File: src/rtl/seq_mult_pkg.sv
// rtl/seq_mult_pkg.sv - shared types and magnitude helper for the sequential multiplier
package seq_mult_pkg;

   typedef enum logic [1:0] {
      IDLE = 2'd0,
      RUN  = 2'd1,
      FIX  = 2'd2,
      DONE = 2'd3
   } state_t;

   localparam int MAX_W = 64;

   // Callers zero-extend a WIDTH-bit operand and truncate the result back to WIDTH bits,
   // so the negation is correct modulo 2^WIDTH (the most negative value maps to 2^(WIDTH-1)).
   function automatic logic [MAX_W-1:0] abs_w(input logic [MAX_W-1:0] x, input logic neg);
      return neg ? -x : x;
   endfunction

endpackage

File: src/rtl/seq_mult_ctl.sv
// rtl/seq_mult_ctl.sv - controller: state register, iteration counter, handshakes and datapath strobes
module seq_mult_ctl
   import seq_mult_pkg::*;
#(
   parameter int WIDTH = 32
) (
   input  logic clk,
   input  logic reset_n,
   input  logic clear,
   input  logic in_valid,
   input  logic out_ready,
   output logic in_ready,
   output logic out_valid,
   output logic busy,
   output logic load,
   output logic shift,
   output logic negate
);

   localparam int CNT_W = $clog2(WIDTH);
   localparam logic [CNT_W-1:0] LAST = CNT_W'(WIDTH - 1);

   state_t state, state_nxt;
   logic [CNT_W-1:0] cnt;

   always_ff @(posedge clk or negedge reset_n) begin
      if (!reset_n) state <= IDLE;
      else          state <= state_nxt;
   end

   always_comb begin
      state_nxt = state;
      case (state)
         IDLE: if (in_valid)    state_nxt = RUN;
         RUN:  if (cnt == LAST) state_nxt = FIX;
         FIX:                   state_nxt = DONE;
         DONE: if (out_ready)   state_nxt = IDLE;
         default:               state_nxt = IDLE;
      endcase
      if (clear) state_nxt = IDLE;
   end

   // Strobes are gated by clear so an abort never disturbs the datapath registers.
   always_comb begin
      in_ready  = 1'b0;
      out_valid = 1'b0;
      busy      = 1'b0;
      load      = 1'b0;
      shift     = 1'b0;
      negate    = 1'b0;
      case (state)
         IDLE: begin
            in_ready = 1'b1;
            load     = in_valid & ~clear;
         end
         RUN: begin
            busy  = 1'b1;
            shift = ~clear;
         end
         FIX: begin
            busy   = 1'b1;
            negate = ~clear;
         end
         DONE: out_valid = 1'b1;
         default: ;
      endcase
   end

   always_ff @(posedge clk or negedge reset_n) begin
      if (!reset_n)            cnt <= '0;
      else if (clear || load)  cnt <= '0;
      else if (shift)          cnt <= cnt + CNT_W'(1);
   end

endmodule

File: src/rtl/seq_mult.sv
// rtl/seq_mult.sv - iterative shift-add multiplier, unsigned or signed per transaction
module seq_mult
   import seq_mult_pkg::*;
#(
   parameter int WIDTH = 32
) (
   input  logic                 clk,
   input  logic                 reset_n,
   input  logic                 clear,
   input  logic                 in_valid,
   output logic                 in_ready,
   input  logic                 is_signed,
   input  logic [WIDTH-1:0]     multiplicand,
   input  logic [WIDTH-1:0]     multiplier,
   output logic                 out_valid,
   input  logic                 out_ready,
   output logic [2*WIDTH-1:0]   product,
   output logic                 busy
);

   logic load, shift, negate;
   logic neg;
   logic [WIDTH-1:0]   mcand, a_mag, b_mag;
   logic [2*WIDTH-1:0] prod;
   logic [WIDTH:0]     sum;

   seq_mult_ctl #(.WIDTH(WIDTH)) u_ctl (
      .clk       (clk),
      .reset_n   (reset_n),
      .clear     (clear),
      .in_valid  (in_valid),
      .out_ready (out_ready),
      .in_ready  (in_ready),
      .out_valid (out_valid),
      .busy      (busy),
      .load      (load),
      .shift     (shift),
      .negate    (negate)
   );

   always_comb begin
      a_mag = WIDTH'(abs_w(MAX_W'(multiplicand), is_signed & multiplicand[WIDTH-1]));
      b_mag = WIDTH'(abs_w(MAX_W'(multiplier),   is_signed & multiplier[WIDTH-1]));
   end

   // Upper half accumulates with a carry bit that is shifted back into the product.
   always_comb begin
      sum = {1'b0, prod[2*WIDTH-1:WIDTH]};
      if (prod[0]) sum = sum + {1'b0, mcand};
   end

   always_ff @(posedge clk or negedge reset_n) begin
      if (!reset_n) begin
         mcand <= '0;
         prod  <= '0;
         neg   <= 1'b0;
      end else if (load) begin
         mcand <= a_mag;
         prod  <= {{WIDTH{1'b0}}, b_mag};
         neg   <= is_signed & (multiplicand[WIDTH-1] ^ multiplier[WIDTH-1]);
      end else if (shift) begin
         prod  <= {sum, prod[WIDTH-1:1]};
      end else if (negate && neg) begin
         prod  <= -prod;
      end
   end

   assign product = prod;

endmodule

File: config.mk
export PLATFORM = sky130hd
export DESIGN_NAME = seq_mult
export DESIGN_NICKNAME = d
export VERILOG_FILES = /design/src/rtl/seq_mult_pkg.sv /design/src/rtl/seq_mult_ctl.sv /design/src/rtl/seq_mult.sv
export SDC_FILE = /design/constraint.sdc
export NUM_CORES = 1
export LEC_CHECK = 0
export CAP_MARGIN = 20
export CELL_PAD_IN_SITES_DETAIL_PLACEMENT = 2
export CELL_PAD_IN_SITES_GLOBAL_PLACEMENT = 2
export CORE_UTILIZATION = 29
export DETAILED_ROUTE_END_ITERATION = 10
export GPL_ROUTABILITY_DRIVEN = 0
export GPL_TIMING_DRIVEN = 0
export HOLD_SLACK_MARGIN = 0.15
export PLACE_DENSITY_LB_ADDON = 0.1
export RECOVER_POWER = 25
export SLEW_MARGIN = 5
export SYNTH_ARGS = -nofsm -noshare
export SYNTH_HDL_FRONTEND = slang
export SYNTH_SLANG_ARGS = --single-unit
File: constraint.sdc
create_clock -name clk -period 2.9 [get_ports clk]
set_input_delay 0.58 -clock clk [delete_from_list [all_inputs] [get_ports clk]]
set_output_delay 0.58 -clock clk [all_outputs]
set_load 0.02 [all_outputs]
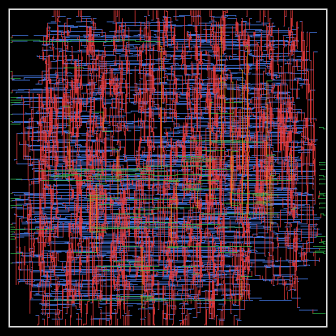
*Metal layers overlaid*
legend:
  blue:
    layer: M1
    wire_length: 19600 µm
  red:
    layer: M2
    wire_length: 21.0 mm
  orange:
    layer: M4
    wire_length: 886 µm
  green:
    layer: M3
    wire_length: 1650 µm

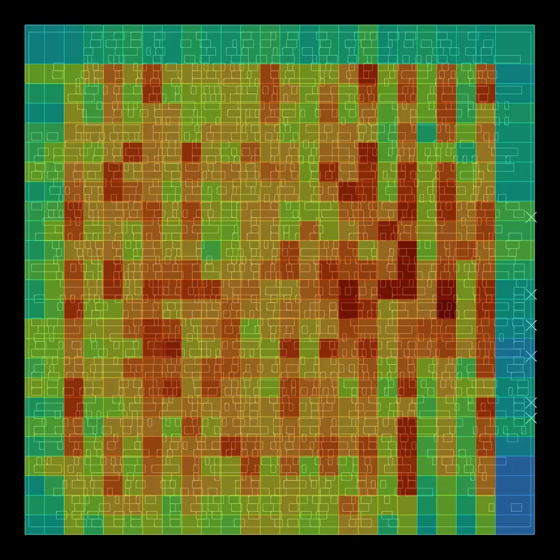
*Routing congestion map*
gr busiest metal: met2
GR Util met3: 2.61%
total track usage: 26.6%
post-layout util: 41.3%

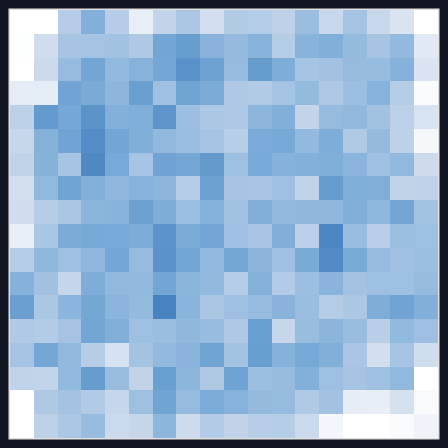
*Local utilization*
18 x 18 tiles, from white (low) to dark blue (high), 0 to 100% covered.
fullest tile: 66%
mean over tiles: 38%
nearly empty tiles: 3.1%
Core Density at Floorplan: 29.7%
CORE AREA: 30700 µm²

==> flow_metrics.py <==
# Metrics from the implementation run
metrics = {
    "run_status": {
        "status": "finished, violations left",
        "failed_checks": "DRC, setup timing",
    },
    "worst_setup_path": {
        "critPathBufInv": 2,
        "max_stage_delay_ps": 450,
        "path_cells": "or3_4, nor4_4, buf_6, buf_6, nand4b_4, or3_4, or3_4, or3_4, xnor2_2, o211ai_1, a22o_1",
        "crit_start": "product[18]",
        "cp-end-kind": "flip-flop",
        "reg2reg_from": "product[18]",
        "crit_family": "simple AND/OR/NAND/NOR gates",
        "rrSetupSlack_ps": -160,
    },
    "final_layout": {
        "seq-cell-share_pct": 20.8,
        "comb-cell-share_pct": 54.6,
        "layout-area-overhead-vs-synth_pct": 39.3,
        "non_clock_inverter_count": 27,
    },
    "run": {
        "warning_count": 32,
    },
    "global_route": {
        "grt_pass1_wl_um": 64800,
        "overflow": 0,
        "antenna_found_initial": 1,
        "grt_pass1_vias": 11000,
    },
    "placed_design": {
        "post-dp-hpwl_um": 30900,
        "place_area_um2": 11100,
    },
    "logic_synthesis": {
        "mux_share_pct": 1.78,
        "yosys_area_um2": 9120,
        "ys_ff": 104,
        "synth.top_cells.by_count": "nand2_1 (162), o21ai_0 (152), nor2_1 (105)",
        "synthArstFlopShare_pct": 100,
        "top_cell": "nand2_1",
        "ys_seq_share_pct": 28.5,
        "synth_top_cell_by_area": "dfrtp_1",
    },
    "sta": {
        "fmax_mhz": 326,
        "slew_headroom_pct": 26.9,
        "setup_viol_count_final": 6,
        "layout_setup_ws_ps": -164,
        "rsz0062_at_grt": "yes",
        "hold_violations": 0,
    },
    "pwr": {
        "ir_drop_uv": 512,
        "switching_share_pct": 53.1,
        "pwr-share-comb_pct": 68.2,
    },
    "floorplan": {
        "taps": 396,
        "die_area_um2": 32200,
    },
    "route": {
        "dr.pass1.iters": 8,
        "post-route-drc-count": 12,
        "dr_total_vias": 10400,
    },
    "clock_tree": {
        "numClockSinks": 104,
        "ctsResizeCount": 130,
        "clk_path_buf_depth": 2,
    },
}
Power and IR drop assume default switching activity.
